## config.mk

```make
export PLATFORM = sky130hd
export DESIGN_NAME = bram_access_arbiter_flat
export DESIGN_NICKNAME = d
export VERILOG_FILES = /design/src/rtl/bram_access_arbiter_if.sv /design/src/rtl/bram_access_arbiter.sv /design/src/flat_wrapper.sv
export SDC_FILE = /design/constraint.sdc
export NUM_CORES = 1
export LEC_CHECK = 0
export CORE_UTILIZATION = 36
export DETAILED_ROUTE_END_ITERATION = 10
export GPL_ROUTABILITY_DRIVEN = 0
export MAX_ROUTING_LAYER = met4
export PLACE_DENSITY = 0.95
export SYNTH_ARGS = -nofsm -noshare
export SYNTH_HDL_FRONTEND = slang
export SYNTH_SLANG_ARGS = --single-unit
```

## constraint.sdc

```tcl
create_clock -name clk -period 4 [get_ports clk]
set_clock_uncertainty 0.1 [all_clocks]
set_input_delay 1.2 -clock clk [delete_from_list [all_inputs] [get_ports clk]]
set_output_delay 1.2 -clock clk [all_outputs]
set_load 0.05 [all_outputs]
```

## src/rtl/bram_access_arbiter_if.sv

```systemverilog
// Bundles the signals of the BRAM access arbiter into one interface.
// Port summary:
//   clear_start / clear_busy / clear_done : clear engine control and status
//   r0_* / r1_*  : requester handshakes (req/we/addr/wdata in, gnt/rvalid/rdata out)
//   mem_*        : single-port block RAM connection (en/we/addr/din out, dout in)
// The slave modport is the arbiter. The master modport is the surrounding
// system: the requesters, the clear controller and the RAM.
interface bram_access_arbiter_if #(
   parameter int ADDR_W = 13,
   parameter int DATA_W = 8
);
   logic              clear_start;
   logic              clear_busy;
   logic              clear_done;

   logic              r0_req;
   logic              r0_we;
   logic [ADDR_W-1:0] r0_addr;
   logic [DATA_W-1:0] r0_wdata;
   logic              r0_gnt;
   logic              r0_rvalid;
   logic [DATA_W-1:0] r0_rdata;

   logic              r1_req;
   logic              r1_we;
   logic [ADDR_W-1:0] r1_addr;
   logic [DATA_W-1:0] r1_wdata;
   logic              r1_gnt;
   logic              r1_rvalid;
   logic [DATA_W-1:0] r1_rdata;

   logic              mem_en;
   logic              mem_we;
   logic [ADDR_W-1:0] mem_addr;
   logic [DATA_W-1:0] mem_din;
   logic [DATA_W-1:0] mem_dout;

   modport slave (
      input  clear_start,
      output clear_busy, clear_done,
      input  r0_req, r0_we, r0_addr, r0_wdata,
      output r0_gnt, r0_rvalid, r0_rdata,
      input  r1_req, r1_we, r1_addr, r1_wdata,
      output r1_gnt, r1_rvalid, r1_rdata,
      output mem_en, mem_we, mem_addr, mem_din,
      input  mem_dout
   );

   modport master (
      output clear_start,
      input  clear_busy, clear_done,
      output r0_req, r0_we, r0_addr, r0_wdata,
      input  r0_gnt, r0_rvalid, r0_rdata,
      output r1_req, r1_we, r1_addr, r1_wdata,
      input  r1_gnt, r1_rvalid, r1_rdata,
      input  mem_en, mem_we, mem_addr, mem_din,
      output mem_dout
   );
endinterface

```

## src/rtl/bram_access_arbiter.sv

```systemverilog
// Shares one single-port block RAM between two requesters.
// Access to the RAM is granted round-robin, one access per clock. Read data is
// steered back to the requester that issued the read, READ_LATENCY cycles later.
// A clear engine can take over the RAM and write CLEAR_VALUE to every address.
// Port summary:
//   clk   : system clock; all state changes on the rising edge
//   rst_n : asynchronous, active-low reset
//   bus   : slave modport of bram_access_arbiter_if (requesters, clear, RAM)
module bram_access_arbiter #(
   parameter int              ADDR_W       = 13,
   parameter int              DATA_W       = 8,
   parameter int              READ_LATENCY = 1,
   parameter logic [DATA_W-1:0] CLEAR_VALUE = '0
) (
   input logic                  clk,
   input logic                  rst_n,
   bram_access_arbiter_if.slave bus
);
   localparam logic [ADDR_W-1:0] LAST_ADDR = '1;

   typedef enum logic {ST_ARB, ST_CLEAR} state_t;

   state_t                  state_q, state_d;
   logic [ADDR_W-1:0]       cnt_q, cnt_d;
   logic                    last_grant_q, last_grant_d;
   logic                    clear_done_q, clear_done_d;
   // Read-tag pipeline: one {valid, id} entry per cycle of RAM read latency.
   logic [READ_LATENCY-1:0] tag_valid_q, tag_valid_d;
   logic [READ_LATENCY-1:0] tag_id_q, tag_id_d;

   logic                    gnt0;
   logic                    gnt1;
   logic                    rd_issue;

   always_comb begin
      state_d      = state_q;
      cnt_d        = cnt_q;
      last_grant_d = last_grant_q;
      clear_done_d = 1'b0;
      gnt0         = 1'b0;
      gnt1         = 1'b0;
      bus.mem_en   = 1'b0;
      bus.mem_we   = 1'b0;
      bus.mem_addr = '0;
      bus.mem_din  = '0;

      case (state_q)
         ST_ARB: begin
            // On a tie the port that was not granted last wins.
            if (bus.r0_req && bus.r1_req) begin
               gnt0 = last_grant_q;
               gnt1 = ~last_grant_q;
            end else begin
               gnt0 = bus.r0_req;
               gnt1 = bus.r1_req;
            end
            // Grants are combinational, so hold them low while reset is applied.
            gnt0 = gnt0 & rst_n;
            gnt1 = gnt1 & rst_n;

            if (gnt0) begin
               bus.mem_en   = 1'b1;
               bus.mem_we   = bus.r0_we;
               bus.mem_addr = bus.r0_addr;
               bus.mem_din  = bus.r0_wdata;
            end else if (gnt1) begin
               bus.mem_en   = 1'b1;
               bus.mem_we   = bus.r1_we;
               bus.mem_addr = bus.r1_addr;
               bus.mem_din  = bus.r1_wdata;
            end

            if (gnt0 || gnt1) begin
               last_grant_d = gnt1;
            end

            if (bus.clear_start) begin
               state_d = ST_CLEAR;
            end
         end

         ST_CLEAR: begin
            bus.mem_en   = 1'b1;
            bus.mem_we   = 1'b1;
            bus.mem_addr = cnt_q;
            bus.mem_din  = CLEAR_VALUE;
            // Natural overflow brings the counter back to 0 after the last word.
            cnt_d        = cnt_q + 1'b1;
            if (cnt_q == LAST_ADDR) begin
               state_d      = ST_ARB;
               clear_done_d = 1'b1;
            end
         end

         default: begin
            state_d = ST_ARB;
         end
      endcase

      rd_issue = (gnt0 & ~bus.r0_we) | (gnt1 & ~bus.r1_we);

      tag_valid_d    = '0;
      tag_id_d       = '0;
      tag_valid_d[0] = rd_issue;
      tag_id_d[0]    = gnt1;
      for (int i = 1; i < READ_LATENCY; i++) begin
         tag_valid_d[i] = tag_valid_q[i-1];
         tag_id_d[i]    = tag_id_q[i-1];
      end
   end

   always_ff @(posedge clk or negedge rst_n) begin
      if (!rst_n) begin
         state_q      <= ST_ARB;
         cnt_q        <= '0;
         last_grant_q <= 1'b1;
         clear_done_q <= 1'b0;
         tag_valid_q  <= '0;
         tag_id_q     <= '0;
      end else begin
         state_q      <= state_d;
         cnt_q        <= cnt_d;
         last_grant_q <= last_grant_d;
         clear_done_q <= clear_done_d;
         tag_valid_q  <= tag_valid_d;
         tag_id_q     <= tag_id_d;
      end
   end

   assign bus.r0_gnt     = gnt0;
   assign bus.r1_gnt     = gnt1;
   assign bus.r0_rvalid  = tag_valid_q[READ_LATENCY-1] & ~tag_id_q[READ_LATENCY-1];
   assign bus.r1_rvalid  = tag_valid_q[READ_LATENCY-1] &  tag_id_q[READ_LATENCY-1];
   assign bus.r0_rdata   = bus.mem_dout;
   assign bus.r1_rdata   = bus.mem_dout;
   assign bus.clear_busy = (state_q == ST_CLEAR);
   assign bus.clear_done = clear_done_q;
endmodule
```

## src/flat_wrapper.sv

```systemverilog
// flat-port wrapper written by rule: the top's interface ports become plain ports
module bram_access_arbiter_flat 
#(
   parameter int              ADDR_W       = 13,
   parameter int              DATA_W       = 8,
   parameter int              READ_LATENCY = 1,
   parameter logic [DATA_W-1:0] CLEAR_VALUE = '0
)
  (clk, rst_n, bus_clear_start, bus_clear_busy, bus_clear_done, bus_r0_req, bus_r0_we, bus_r0_addr, bus_r0_wdata, bus_r0_gnt, bus_r0_rvalid, bus_r0_rdata, bus_r1_req, bus_r1_we, bus_r1_addr, bus_r1_wdata, bus_r1_gnt, bus_r1_rvalid, bus_r1_rdata, bus_mem_en, bus_mem_we, bus_mem_addr, bus_mem_din, bus_mem_dout);
  bram_access_arbiter_if #(.ADDR_W(ADDR_W), .DATA_W(DATA_W)) bus_i ();
  input logic clk;
  input logic rst_n;
  input wire logic [$bits(bus_i.clear_start)-1:0] bus_clear_start;
  output wire logic [$bits(bus_i.clear_busy)-1:0] bus_clear_busy;
  output wire logic [$bits(bus_i.clear_done)-1:0] bus_clear_done;
  input wire logic [$bits(bus_i.r0_req)-1:0] bus_r0_req;
  input wire logic [$bits(bus_i.r0_we)-1:0] bus_r0_we;
  input wire logic [$bits(bus_i.r0_addr)-1:0] bus_r0_addr;
  input wire logic [$bits(bus_i.r0_wdata)-1:0] bus_r0_wdata;
  output wire logic [$bits(bus_i.r0_gnt)-1:0] bus_r0_gnt;
  output wire logic [$bits(bus_i.r0_rvalid)-1:0] bus_r0_rvalid;
  output wire logic [$bits(bus_i.r0_rdata)-1:0] bus_r0_rdata;
  input wire logic [$bits(bus_i.r1_req)-1:0] bus_r1_req;
  input wire logic [$bits(bus_i.r1_we)-1:0] bus_r1_we;
  input wire logic [$bits(bus_i.r1_addr)-1:0] bus_r1_addr;
  input wire logic [$bits(bus_i.r1_wdata)-1:0] bus_r1_wdata;
  output wire logic [$bits(bus_i.r1_gnt)-1:0] bus_r1_gnt;
  output wire logic [$bits(bus_i.r1_rvalid)-1:0] bus_r1_rvalid;
  output wire logic [$bits(bus_i.r1_rdata)-1:0] bus_r1_rdata;
  output wire logic [$bits(bus_i.mem_en)-1:0] bus_mem_en;
  output wire logic [$bits(bus_i.mem_we)-1:0] bus_mem_we;
  output wire logic [$bits(bus_i.mem_addr)-1:0] bus_mem_addr;
  output wire logic [$bits(bus_i.mem_din)-1:0] bus_mem_din;
  input wire logic [$bits(bus_i.mem_dout)-1:0] bus_mem_dout;
  assign bus_i.clear_start = bus_clear_start;
  assign bus_clear_busy = bus_i.clear_busy;
  assign bus_clear_done = bus_i.clear_done;
  assign bus_i.r0_req = bus_r0_req;
  assign bus_i.r0_we = bus_r0_we;
  assign bus_i.r0_addr = bus_r0_addr;
  assign bus_i.r0_wdata = bus_r0_wdata;
  assign bus_r0_gnt = bus_i.r0_gnt;
  assign bus_r0_rvalid = bus_i.r0_rvalid;
  assign bus_r0_rdata = bus_i.r0_rdata;
  assign bus_i.r1_req = bus_r1_req;
  assign bus_i.r1_we = bus_r1_we;
  assign bus_i.r1_addr = bus_r1_addr;
  assign bus_i.r1_wdata = bus_r1_wdata;
  assign bus_r1_gnt = bus_i.r1_gnt;
  assign bus_r1_rvalid = bus_i.r1_rvalid;
  assign bus_r1_rdata = bus_i.r1_rdata;
  assign bus_mem_en = bus_i.mem_en;
  assign bus_mem_we = bus_i.mem_we;
  assign bus_mem_addr = bus_i.mem_addr;
  assign bus_mem_din = bus_i.mem_din;
  assign bus_i.mem_dout = bus_mem_dout;
  bram_access_arbiter #(.ADDR_W(ADDR_W), .DATA_W(DATA_W), .READ_LATENCY(READ_LATENCY), .CLEAR_VALUE(CLEAR_VALUE)) u_core (.clk(clk), .rst_n(rst_n), .bus(bus_i));
endmodule
```

Cells coloured by class:
Scale bar: 20 um.
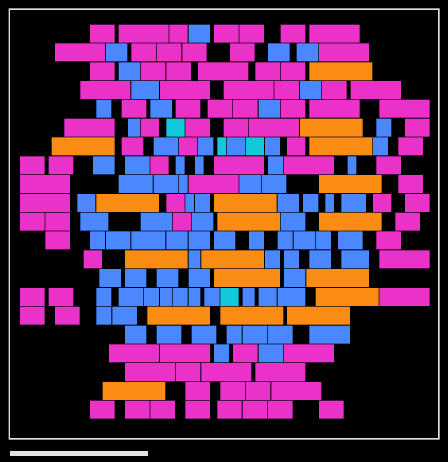
Key: magenta = other buffers and delay cells [cells 88]; blue = combinational and other logic [cells 81]; cyan = clock drivers and dummy loads [cells 4]; orange = flops [cells 18]
core area: 3390 um2
final core utilization: 68.4%
# rows: 21
Seq/total area: 19.5%

==> run summary <==
impl run done, here's what came out: status finished clean, Worst-Margin Slew between 400 and 500 ps, DRC 0, DRT Pass-1 Iters 4, RSZ-0062 raised after global routing no, area growth from synthesis to layout 79.5%, Critical Path RT roughly 2700 ps, chip footprint approximately 3800 um2, Hold Vio Cnt, Final 0, clock buffer depth 2, post-detailed-placement half-perimeter wirelength ~3100 um, FP Util a little under two fifths, Synth Register Bits 18, Syn Inst Count approximately 130, share of layout cells above drive strength 1 a little over a quarter, CP dominant cell by count buf_12, first-pass GRT wire length between 5000 and 6000 um, CP Cell Sequence clkdlybuf4s50_1, nor2b_4, nand3_2, inv_2, buf_12, a221o_1, buf_12, Worst Setup Start Kind primary input, CP arrival around 2600 ps, CTS H-tree depth 1, Slew headroom about two thirds, IO Port Bufs a little under 80, Hold Crit Endpoint u_core.cnt_q[12]$_DFFE_PN0P_, cell type with the largest total area dfrtp_1, hold slack between 400 and 500 ps, Placed Instance Area 2290 um2, CTS tree yes, Top cell area share 32.9%, CP max stage cell clkdlybuf4s50_1, CP delay by family, top buffers and inverters, fmax around 250 MHz, worst r2r path cells 4, fin crit share around 100%, CP max FO 10, Post-CTS Repair Setup Buffers 0, hold depth 1, I/O pin cnt roughly 100, vias in the first global route around 1200, worst r2r src u_core.bus.clear_busy$_DFF_PN0_, Min-Delay Startpoint u_core.cnt_q[12]$_DFFE_PN0P_, maxcap violations 0, CTS root buffer clkbuf_4, CP Depth 7, crit path capture type output pin, leak pwr ~1.0 nW, r2r endpoint u_core.cnt_q[10]$_DFFE_PN0P_, synthesized area per cell 10.3 um2, critical path's largest stage delay 450 ps, Routed Antenna Nets 0, Min Clock Period, post-route just under 4000 ps, Synth Net Count about 180, drt wl/cell approximately 16 um, r2r setup slk 2410 ps, Via Count between 1000 and 1500
Supply network:
Pins as bars on the die edge. Tap cells in grey.
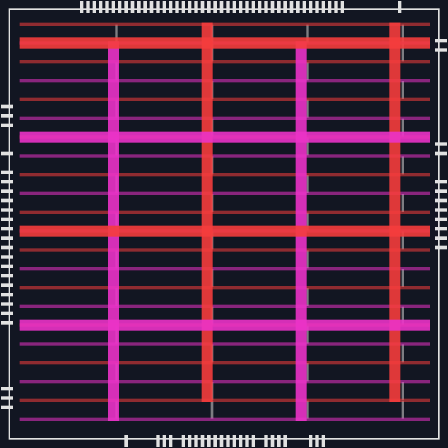
Key: magenta = VSS; red = VDD
46 tap cells. 4 straps on met5.
Max IR drop VDD: 0.302 mV
die width: 61.9 um
Die Ht: 61.9 um

-- how the worst max path moves through the flow --
| stage | start | endpoint | slack, ps |
|---|---|---|---|
| after detailed placement | bus_r1_req | bus_mem_addr[2] | -80 |
| final | rst_n | bus_mem_addr[2] | 60 |
| after CTS | rst_n | bus_mem_addr[2] | 20 |
| after global placement | rst_n | bus_mem_addr[2] | 40 |
| after global routing | rst_n | bus_mem_addr[2] | 20 |
| after floorplan | rst_n | bus_mem_addr[11] | 410 |
-- power breakdown --
| part | total (W) | internal (W) | switching, W |
|---|---|---|---|
| registers | 0.000266 | 0.000220 | 0.0000469 |
| clock network | 0.0000971 | 0.0000389 | 0.0000582 |
| logic | 0.000461 | 0.000244 | 0.000217 |
-- flip-flops by register name, indices dropped and copies added, names as in the netlist --
signal and flops:
u_core.bus.clear_busy 1, u_core.bus.clear_done 1, u_core.cnt_q 13, u_core.last_grant_q 1, u_core.tag_id_q 1, u_core.tag_valid_q 1
-- cells in the mapped netlist, drive strengths merged --
cell type,count
a32o,2
nor2,2
inv,2
and2,4
nand3,5
buf,23
o22ai,1
nor2b,2
a22o,9
and3,12
clkbuf,3
a21boi,1
dfstp,1
nand4,3
and4,5
dfrtp,17
a221o,12
a21o,2
o21ai,1
nand2,2
mux2,1
xnor2,8
xor2,4
nand2b,2
ha,1
-- through the flow --
stage,power (W),setup WS [ps]
floorplan,0.000537,413
finish,0.000824,57.3
CTS,0.000827,22.2
global route,0.000861,19.8
detailed placement,0.000730,-77.8
global placement,0.000721,38.5
-- placed cells by master, fill, tap and decap left out, drive strengths merged, types with 3 or more instances in the layout --
| cell | n |
|---|---|
| a221o | 12 |
| a22o | 9 |
| and2 | 4 |
| and3 | 12 |
| and4 | 5 |
| buf | 36 |
| clkbuf | 4 |
| clkdlybuf4s50 | 51 |
| dfrtp | 17 |
| nand3 | 5 |
| nand4 | 3 |
| xnor2 | 8 |
| xor2 | 4 |
-- metal layers --
metal  part of all wire (%)  track usage (%)  up-vias
met5                      0                -        -
met4                    1.7             8.89        0
met3                    4.8             4.35        6
met2                     53             34.3       49
met1                     40             25.8      587
li1                       -                -      587
-- repair_timing --
item / CTS / global route
setup endpoints to repair: 10 / 8
endpoints found under the hold margin: 0 / 0
hold buffers: 0 / 0
pin swaps: 1 / 0
gates resized: 2 / 1
-- cells by family after synthesis --
group                      count (synthesis)  share of synthesized area, %
and+or+nand+nor                           37                          19.2
adders and majority gates                  1                         0.969
DFF                                       18                          35.0
muxes                                      1                         0.872
buffers and inverters                     28                          15.3
xor gates and xnor gates                  12                          8.72
AOI/OAI and AO/OA                         28                          20.0
-- worst register-to-register path: stages, from the launching register on --
cell and delay, ps:
dfrtp_1 360, buf_4 260, and4_1 400, and4_4 280
xor2_2 130
-- layout make-up --
type	count	area, um2
Multi-Input combinational cell	79	647
Fill cell	232	1070
Tap cell	46	57.6
Inverter	2	7.51
Timing Repair Buffer	88	1130
Clock buffer	4	26.3
Sequential cell	18	452
Power is estimated from default activity; no workload was simulated.
